===== config.mk =====
export PLATFORM = sky130hd
export DESIGN_NAME = out_sram_drain
export DESIGN_NICKNAME = d
export VERILOG_FILES = /design/src/rtl/out_sram_drain.sv
export SDC_FILE = /design/constraint.sdc
export NUM_CORES = 1
export LEC_CHECK = 0
export CAP_MARGIN = 20
export CORE_AREA = 2 2 427 429
export DETAILED_ROUTE_END_ITERATION = 10
export DIE_AREA = 0 0 429 431
export PLACE_DENSITY = 0.49
export SLEW_MARGIN = 20
export SYNTH_ARGS = -nofsm -noshare
export SYNTH_HDL_FRONTEND = slang
export SYNTH_SLANG_ARGS = --single-unit

===== constraint.sdc =====
create_clock -name CLK -period 58.7 [get_ports CLK]
set_input_delay 11.74 -clock CLK [delete_from_list [all_inputs] [get_ports CLK]]
set_output_delay 11.74 -clock CLK [all_outputs]
set_load 0.005 [all_outputs]

===== src/rtl/out_sram_drain.sv =====
// Drains the accumulator output SRAM after a matrix job and serialises each
// 32-lane word into a single-element valid/ready stream tagged with (row, col).
module out_sram_drain #(
  parameter int unsigned ACC_BWIDTH             = 32,
  parameter int unsigned PE_ARRAY_NUM_COLS      = 32,
  parameter int unsigned PE_ARRAY_NUM_COLS_LOG2 = 5,
  parameter int unsigned OUT_SRAM_AWIDTH        = 10,
  parameter int unsigned OUT_SRAM_BWIDTH        = 1024,
  parameter int unsigned MAX_M_SIZE_LOG2        = 9,
  parameter int unsigned MAX_N_SIZE_LOG2        = 9
) (
  input  logic                       CLK,
  input  logic                       RST,
  input  logic                       START,
  input  logic [MAX_M_SIZE_LOG2-1:0] M_SIZE_in,
  input  logic [MAX_N_SIZE_LOG2-1:0] N_SIZE_in,
  output logic                       OUT_SRAM_EN_out,
  output logic [OUT_SRAM_AWIDTH-1:0] OUT_SRAM_ADDR_out,
  input  logic [OUT_SRAM_BWIDTH-1:0] OUT_SRAM_RDATA_in,
  output logic                       DOUT_VALID_out,
  input  logic                       DOUT_READY_in,
  output logic [ACC_BWIDTH-1:0]      DOUT_DATA_out,
  output logic [MAX_M_SIZE_LOG2-1:0] DOUT_ROW_out,
  output logic [MAX_N_SIZE_LOG2-1:0] DOUT_COL_out,
  output logic                       DOUT_LAST_out,
  output logic                       BUSY_out,
  output logic                       IS_FINISHED_out
);

  localparam int unsigned MW = MAX_M_SIZE_LOG2;
  localparam int unsigned NW = MAX_N_SIZE_LOG2;
  localparam int unsigned AW = OUT_SRAM_AWIDTH;
  localparam int unsigned LW = PE_ARRAY_NUM_COLS_LOG2;
  localparam int unsigned CW = MAX_N_SIZE_LOG2 + 1;
  localparam int unsigned TW = MAX_N_SIZE_LOG2 - PE_ARRAY_NUM_COLS_LOG2 + 1;

  typedef enum logic [2:0] {
    S_IDLE,
    S_READ,
    S_WAIT,
    S_SEND,
    S_DONE
  } state_e;

  state_e                 state_q, state_d;
  logic [MW-1:0]          m_q, m_d;
  logic [NW-1:0]          n_q, n_d;
  logic [AW-1:0]          addr_q, addr_d;
  logic [MW-1:0]          row_q, row_d;
  logic [TW-1:0]          tile_q, tile_d;
  logic [LW-1:0]          lane_q, lane_d;
  logic [OUT_SRAM_BWIDTH-1:0] word_q, word_d;
  logic                   en_q, en_d;
  logic                   valid_q, valid_d;
  logic [ACC_BWIDTH-1:0]  data_q, data_d;
  logic [MW-1:0]          row_out_q, row_out_d;
  logic [NW-1:0]          col_q, col_d;
  logic                   last_q, last_d;
  logic                   busy_q, busy_d;
  logic                   fin_q, fin_d;

  logic [CW-1:0] tile_base;
  logic [CW-1:0] n_ext;
  logic          last_row;
  logic          word_last;
  logic          lane_last;
  logic          next_lane_last;
  logic          first_lane_last;
  logic          handshake;
  logic [LW-1:0] lane_nxt;

  // Position of the current element relative to the job extent
  always_comb begin
    tile_base       = CW'(tile_q) << PE_ARRAY_NUM_COLS_LOG2;
    n_ext           = CW'(n_q);
    last_row        = (row_q == (m_q - MW'(1)));
    word_last       = last_row && ((tile_base + CW'(PE_ARRAY_NUM_COLS)) >= n_ext);
    lane_last       = (lane_q == LW'(PE_ARRAY_NUM_COLS - 1)) ||
                      ((CW'(col_q) + CW'(1)) >= n_ext);
    next_lane_last  = (lane_q == LW'(PE_ARRAY_NUM_COLS - 2)) ||
                      ((CW'(col_q) + CW'(2)) >= n_ext);
    first_lane_last = ((tile_base + CW'(1)) >= n_ext);
    handshake       = valid_q && DOUT_READY_in;
    lane_nxt        = lane_q + LW'(1);
  end

  // Next-state and registered-output logic
  always_comb begin
    state_d   = state_q;
    m_d       = m_q;
    n_d       = n_q;
    addr_d    = addr_q;
    row_d     = row_q;
    tile_d    = tile_q;
    lane_d    = lane_q;
    word_d    = word_q;
    en_d      = 1'b0;
    valid_d   = valid_q;
    data_d    = data_q;
    row_out_d = row_out_q;
    col_d     = col_q;
    last_d    = last_q;
    fin_d     = 1'b0;

    unique case (state_q)
      S_IDLE: begin
        if (START) begin
          m_d    = M_SIZE_in;
          n_d    = N_SIZE_in;
          addr_d = '0;
          row_d  = '0;
          tile_d = '0;
          lane_d = '0;
          if ((M_SIZE_in == '0) || (N_SIZE_in == '0)) begin
            state_d = S_DONE;
            fin_d   = 1'b1;
          end else begin
            state_d = S_READ;
            en_d    = 1'b1;
          end
        end
      end
      S_READ: begin
        state_d = S_WAIT;
      end
      S_WAIT: begin
        word_d    = OUT_SRAM_RDATA_in;
        data_d    = OUT_SRAM_RDATA_in[ACC_BWIDTH-1:0];
        row_out_d = row_q;
        col_d     = NW'(tile_base);
        lane_d    = '0;
        last_d    = word_last && first_lane_last;
        valid_d   = 1'b1;
        state_d   = S_SEND;
      end
      S_SEND: begin
        if (handshake) begin
          if (!lane_last) begin
            lane_d = lane_nxt;
            data_d = word_q[int'(lane_nxt)*ACC_BWIDTH +: ACC_BWIDTH];
            col_d  = col_q + NW'(1);
            last_d = word_last && next_lane_last;
          end else begin
            valid_d = 1'b0;
            last_d  = 1'b0;
            if (word_last) begin
              state_d = S_DONE;
              fin_d   = 1'b1;
            end else begin
              // Advance to the next word: row-major within a column tile
              state_d = S_READ;
              en_d    = 1'b1;
              addr_d  = addr_q + AW'(1);
              if (last_row) begin
                row_d  = '0;
                tile_d = tile_q + TW'(1);
              end else begin
                row_d = row_q + MW'(1);
              end
            end
          end
        end
      end
      S_DONE: begin
        state_d = S_IDLE;
      end
      default: begin
        state_d = S_IDLE;
      end
    endcase

    busy_d = (state_d != S_IDLE);
  end

  always_ff @(posedge CLK) begin
    if (RST) begin
      state_q   <= S_IDLE;
      m_q       <= '0;
      n_q       <= '0;
      addr_q    <= '0;
      row_q     <= '0;
      tile_q    <= '0;
      lane_q    <= '0;
      en_q      <= 1'b0;
      valid_q   <= 1'b0;
      data_q    <= '0;
      row_out_q <= '0;
      col_q     <= '0;
      last_q    <= 1'b0;
      busy_q    <= 1'b0;
      fin_q     <= 1'b0;
    end else begin
      state_q   <= state_d;
      m_q       <= m_d;
      n_q       <= n_d;
      addr_q    <= addr_d;
      row_q     <= row_d;
      tile_q    <= tile_d;
      lane_q    <= lane_d;
      en_q      <= en_d;
      valid_q   <= valid_d;
      data_q    <= data_d;
      row_out_q <= row_out_d;
      col_q     <= col_d;
      last_q    <= last_d;
      busy_q    <= busy_d;
      fin_q     <= fin_d;
    end
  end

  // Word buffer carries no control meaning, so it is left out of reset
  always_ff @(posedge CLK) begin
    word_q <= word_d;
  end

  assign OUT_SRAM_EN_out   = en_q;
  assign OUT_SRAM_ADDR_out = addr_q;
  assign DOUT_VALID_out    = valid_q;
  assign DOUT_DATA_out     = data_q;
  assign DOUT_ROW_out      = row_out_q;
  assign DOUT_COL_out      = col_q;
  assign DOUT_LAST_out     = last_q;
  assign BUSY_out          = busy_q;
  assign IS_FINISHED_out   = fin_q;

endmodule

==> qor.csv <==
stage,metric,value,unit
routing,routed_via_density,4.48,
power_and_ir_drop,vdd_drop_max,0.0232,mV
final_layout,syn_to_final_growth,41.0,%
placement,place_congestion,0.837,
job,maxCapViolCount,0,
clocking,cts_hold_buf,0,
outcome,outcome,"complete, no violations",
final_layout,fillers,17100,
clocking,cts_made_buffers,136,
setup_path,critPathRequiredTime,59.40,ns
routing,drc,0,
clocking,htreeDepth,4,
logic_synthesis,synth-main-ff-cell,edfxtp_1,
logic_synthesis,ys.warnings.count,0,
logic_synthesis,edf_count,1024,
final_layout,seq_area,0.0329,mm²
logic_synthesis,synth-compound-area-share,2.77,%
logic_synthesis,synth_area,0.0447,mm²
power_and_ir_drop,pwr_density_cell,30.9,mW/mm²
timing,skew,0.0323,ns
global_route,grt_pass1_vias,27500,
floorplanning,dieWidth,429,µm
job,warnings,42,
final_layout,logic_area,0.0113,mm²
logic_synthesis,synth.logic.top_family,multiplexers,
timing,slew_headroom,27.6,%
routing,post_drt_wl_per_cell,28.8,µm
logic_synthesis,area_leaders,"edfxtp_1 69%, mux4_2 15%, dfxtp_1 4.7%, mux2i_1 3.0%, nand2_1 1.3%",
logic_synthesis,postSynthSeqShare,73.5,%
global_route,grtUsageTotal,18.0,%
setup_path,critPathKind,input pin to register,
final_layout,lay_top_count,clkdlybuf4s50_1,
timing,fin_setup_tns,0,ns
global_route,grt_overflow,0,
timing,clock.fmax,72.6,MHz
floorplanning,fp_util,24.8,%
logic_synthesis,synthCells,2262,
logic_synthesis,synth-xor-area-share,0.568,%
setup_path,start_kind,input pin,
floorplanning,die_h,431,µm
## area by class of cell
cell class	instances	area share, %
sequential	1129	52.1
timing repair buffer	1145	18.1
multi-input combinational	981	18.0
clock buffer	176	5.90
tap	2370	4.70
clock inverter	74	1.01
inverter	24	0.155
antenna	20	0.0794
## sequential cells by signal (all words and copies together), names as in the netlist, 5 cells and up
name               count
lane_q                 5
DOUT_ROW_out           9
tile_q                 5
m_q                    9
word_q              1024
row_q                  9
OUT_SRAM_ADDR_out     10
DOUT_DATA_out         32
DOUT_COL_out           9
n_q                    9
## power by group
part / leakage (nW) / internal, mW / switching [mW] / total [mW]
clock: 2.13 / 0.484 / 0.352 / 0.836
sequential: 10.3 / 0.936 / 0.0173 / 0.954
combinational: 7.66 / 0.0888 / 0.0696 / 0.158
## through the flow
step	setup WS, ns	instance area [µm²]	cells	power, mW	hold WS (ns)
after detailed placement	44.14	58600	5648	1.13	0.449
after floorplan	28.05	44700	2262	1.09	0.429
after CTS	44.91	63000	5898	1.97	0.457
after global placement	44.21	58600	5648	1.13	0.442
after global routing	44.85	63000	5909	2.01	0.472
final	44.92	63100	5919	1.95	0.455
## synthesized netlist by cell type (10+ instances only)
master / count
a21oi_1: 84
xnor2_1: 18
mux4_2: 288
xor2_1: 11
o211ai_1: 34
ha_1: 35
nand2_1: 150
dfxtp_1: 105
nor2_1: 38
nand3_1: 19
nand4_1: 10
mux2i_1: 135
inv_1: 24
edfxtp_1: 1024
nor3_1: 15
clkbuf_1: 86
buf_2: 31
## logic make-up (layout without fill, tap and decap cells)
kind of cell | Yosys count | after routing
simple gates | 299 | 299
mux | 426 | 426
other cells | 0 | 20
fa+ha+maj | 35 | 35
buf+inv | 152 | 1419
xor+xnor | 29 | 29
flops | 1129 | 1129
compound gates | 192 | 192
## critical path: stages
cell and delay [ns]:
clkdlybuf4s50_1 0.52, or4b_2 0.87, o21ai_0 0.22, o21ai_1 0.11, buf_4 0.25, or4b_2 0.62
a21oi_1 0.15
## layer usage
metal	global-route usage (%)	up-vias	routed length, µm
met5	0	-	324
met4	5.14	54	4150
met3	4.86	274	11600
met2	31.3	975	87700
met1	21.7	13600	66500
li1	-	11600	-
## final timing paths
check                                         end  cells after the start         startpoint  slack [ns]
worst min register to register  DOUT_DATA_out[12]                      2  DOUT_DATA_out[12]        0.45
worst max register to register  DOUT_DATA_out[16]                     10          lane_q[0]       53.36
worst min-delay path            DOUT_DATA_out[12]                      2  DOUT_DATA_out[12]        0.45
worst max-delay path                     row_q[5]                      7              START       44.92
### Signal wires on met1

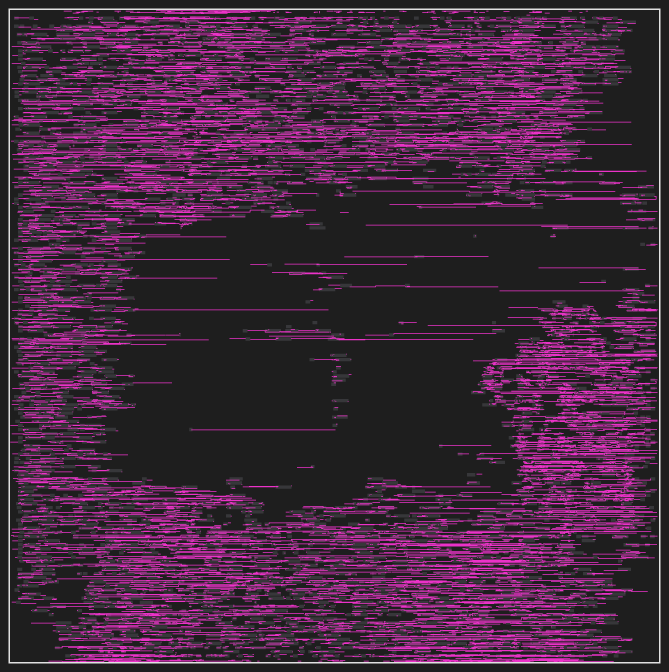
The longest straight run is 150 µm. The layer holds 39% of the routed length. The layer carries 66.5 mm of wire. 4188 nets have wire on it. The wires run mostly horizontal.
total number of vias: 26500
met1 GRT Util: 21.7%
DRT Wirelength: 170000 µm

### Metal 2

Scale bar: 100 µm.
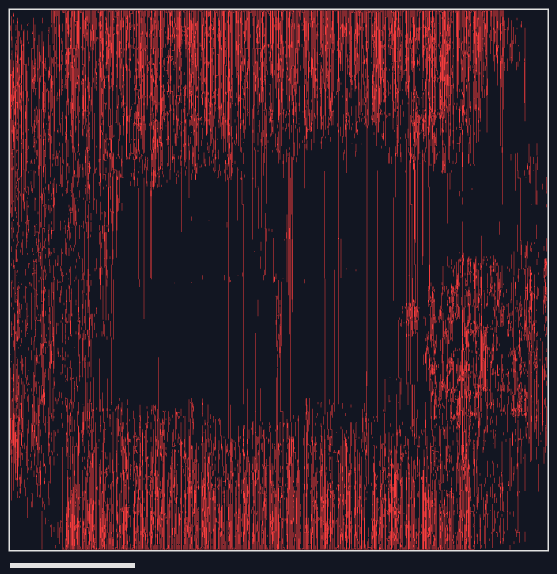
The wires run mostly vertical. 3961 nets have wire on it.

Power figures rest on the tool's default switching activity, not on a simulated workload.
